## src/rtl/rv32im_mul_pkg.sv

```systemverilog
// Shared RV32IM execute-stage definitions: multiply and divide op encodings (funct3[1:0]).
package rv32im_mul_pkg;

    localparam logic [1:0] OP_MUL    = 2'b00;
    localparam logic [1:0] OP_MULH   = 2'b01;
    localparam logic [1:0] OP_MULHSU = 2'b10;
    localparam logic [1:0] OP_MULHU  = 2'b11;

    localparam logic [1:0] OP_DIV    = 2'b00;
    localparam logic [1:0] OP_DIVU   = 2'b01;
    localparam logic [1:0] OP_REM    = 2'b10;
    localparam logic [1:0] OP_REMU   = 2'b11;

endpackage

```

## src/rtl/rv32im_mul.sv

```systemverilog
// Iterative radix-2 shift-add multiplier for MUL/MULH/MULHSU/MULHU.
// Operates on magnitudes and applies the sign to the full 2W-bit product at completion.
module rv32im_mul
    import rv32im_mul_pkg::*;
#(
    parameter int WIDTH = 32
) (
    input  logic             clk_i,
    input  logic             clear_i,
    input  logic             start,
    input  logic [1:0]       op,
    input  logic [WIDTH-1:0] x,
    input  logic [WIDTH-1:0] y,
    output logic             busy,
    output logic             valid,
    output logic [WIDTH-1:0] result
);

    localparam int CW = $clog2(WIDTH);

    logic             busy_q,   busy_d;
    logic             valid_q,  valid_d;
    logic [WIDTH-1:0] result_q, result_d;
    logic [WIDTH-1:0] ma_q,     ma_d;
    logic [WIDTH-1:0] mq_q,     mq_d;
    logic [WIDTH:0]   acc_q,    acc_d;
    logic [CW-1:0]    i_q,      i_d;
    logic             neg_q,    neg_d;
    logic             sel_hi_q, sel_hi_d;

    logic               x_neg, y_neg;
    logic [WIDTH-1:0]   x_mag, y_mag;
    logic [WIDTH:0]     sum;
    logic [2*WIDTH-1:0] prod, prod_fin;

    // Only signed-and-negative operands are converted; -MIN wraps to MIN, which is its unsigned magnitude.
    assign x_neg = ((op == OP_MULH) || (op == OP_MULHSU)) && x[WIDTH-1];
    assign y_neg = (op == OP_MULH) && y[WIDTH-1];
    assign x_mag = x_neg ? -x : x;
    assign y_mag = y_neg ? -y : y;

    assign sum      = acc_q + {1'b0, (mq_q[0] ? ma_q : '0)};
    assign prod     = {sum, mq_q[WIDTH-1:1]};
    assign prod_fin = neg_q ? -prod : prod;

    always_comb begin
        busy_d   = busy_q;
        valid_d  = 1'b0;
        result_d = result_q;
        ma_d     = ma_q;
        mq_d     = mq_q;
        acc_d    = acc_q;
        i_d      = i_q;
        neg_d    = neg_q;
        sel_hi_d = sel_hi_q;

        if (start) begin
            neg_d    = x_neg ^ y_neg;
            ma_d     = x_mag;
            mq_d     = y_mag;
            acc_d    = '0;
            i_d      = '0;
            sel_hi_d = (op != OP_MUL);
            busy_d   = 1'b1;
        end else if (busy_q) begin
            {acc_d, mq_d} = {1'b0, sum, mq_q[WIDTH-1:1]};
            i_d           = i_q + CW'(1);
            if (i_q == CW'(WIDTH - 1)) begin
                result_d = sel_hi_q ? prod_fin[2*WIDTH-1:WIDTH] : prod_fin[WIDTH-1:0];
                busy_d   = 1'b0;
                valid_d  = 1'b1;
            end
        end
    end

    always_ff @(posedge clk_i) begin
        if (clear_i) begin
            busy_q   <= 1'b0;
            valid_q  <= 1'b0;
            result_q <= '0;
            ma_q     <= '0;
            mq_q     <= '0;
            acc_q    <= '0;
            i_q      <= '0;
            neg_q    <= 1'b0;
            sel_hi_q <= 1'b0;
        end else begin
            busy_q   <= busy_d;
            valid_q  <= valid_d;
            result_q <= result_d;
            ma_q     <= ma_d;
            mq_q     <= mq_d;
            acc_q    <= acc_d;
            i_q      <= i_d;
            neg_q    <= neg_d;
            sel_hi_q <= sel_hi_d;
        end
    end

    assign busy   = busy_q;
    assign valid  = valid_q;
    assign result = result_q;

endmodule
```

## config.mk

```make
export PLATFORM = sky130hd
export DESIGN_NAME = rv32im_mul
export DESIGN_NICKNAME = d
export VERILOG_FILES = /design/src/rtl/rv32im_mul_pkg.sv /design/src/rtl/rv32im_mul.sv
export SDC_FILE = /design/constraint.sdc
export NUM_CORES = 1
export LEC_CHECK = 0
export CORE_ASPECT_RATIO = 1.25
export CORE_MARGIN = 5
export CORE_UTILIZATION = 59
export DETAILED_ROUTE_END_ITERATION = 10
export HOLD_SLACK_MARGIN = 0.05
export PLACE_DENSITY = 0.82
export SKIP_LAST_GASP = 1
export SLEW_MARGIN = 15
export SYNTH_ARGS = -nofsm -noshare
export SYNTH_HDL_FRONTEND = slang
export SYNTH_SLANG_ARGS = --single-unit
```

## constraint.sdc

```tcl
create_clock -name clk_i -period 4.3 [get_ports clk_i]
set_input_delay 0.86 -clock clk_i [delete_from_list [all_inputs] [get_ports clk_i]]
set_output_delay 0.86 -clock clk_i [all_outputs]
set_load 0.05 [all_outputs]
```

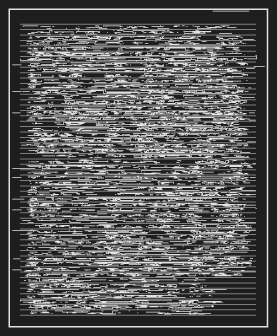
Fig. 1. Metal 1.
Supply wires on this layer in grey.
share of all routed wire = 43%
nets with wire on the layer = 1457
wire length on this layer = 13700 um
longest straight run = 74.1 um
main direction = horizontal
grt met1 use: 0.4026
vias post-DR: 10780

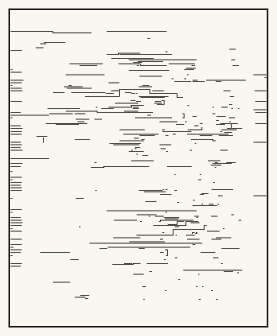
Fig. 2. Metal 3.
wire length on this layer = 1950 um
longest straight run = 56.6 um
main direction = horizontal
nets with wire on the layer = 205
share of all routed wire = 6.1%

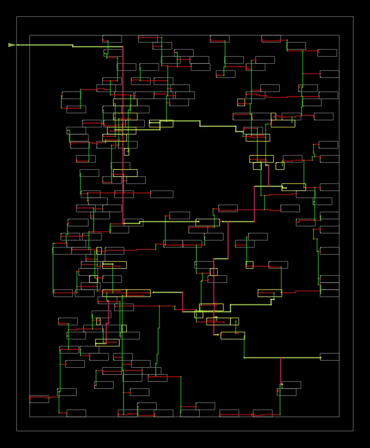
Fig. 3. Clock wiring as the flow saved it.
clk sink count: 137
total CTS buffers: 17
CLK BUF: 19

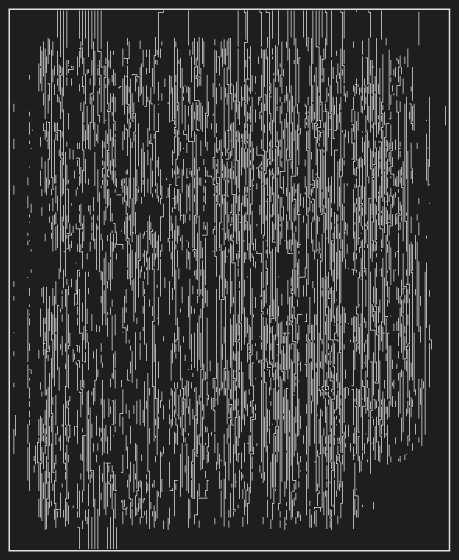
Fig. 4. The metal 2 layer.
main direction = vertical
longest straight run = 47.9 um
GR Layer Usage met2: 0.4831
drt total wl: 32160 um

==> impl_metrics.toml <==
# implementation run metrics
[run_status]
status = "completed"

[final_timing]
finalWorstPathRequiredPeriod_ps = 4068

[detailed_routing]
drt_iter0_drc = 853
drc = 0
firstDrtPassIters = 8
wl_met1_um = 13700

[setup_path]
crit_cells = 15
cp_num_buf_inv = 2
rr_startpoint = "mq_q[0]"
r2r_cells = 15
critPathRequiredTime_ps = 4600
crit_chain = "buf_6 > buf_4 > and2_1 > ha_1 > a21oi_1 > o21ai_0 > a211oi_1 > o211ai_1 > a21boi_1 > a21o_1 > or4b_4 > and3b_1 > nand3b_1 > nor4bb_1 > nor3_1"

[power]
fin_total_pwr_mw = 3.564
p_comb_mw = 0.712
seq_power_mw = 1.40
p_seq_frac = 0.394

[clocking]
ctsHoldBuffers = 0
cts_tree = "built"
path_clk_slew_ps = 60

[synth]
synthTopCellsByArea = "dfxtp_1, a211oi_1, nor2_1"
yosys_warnings = 0
synth.most_common_cell = "nor2_1"
yosysTopAreaCellShare = 0.2600
ys_ff = 137
edf_count = 0

[place]
dp.cells = 1666
dp_slack_ps = 118.3

[floorplanning]
num_tap_cells = 224

[worst_hold_path]
hold_path.class = "reg -> reg"
whs_path_depth = 2

[cells_and_area]
clockNetworkAreaShare = 0.04593
mostFrequentLayoutCells = "nor2_1, dfxtp_1, a211oi_1"
post-route-util = 0.7099
drive_gt1_frac = 0.07938
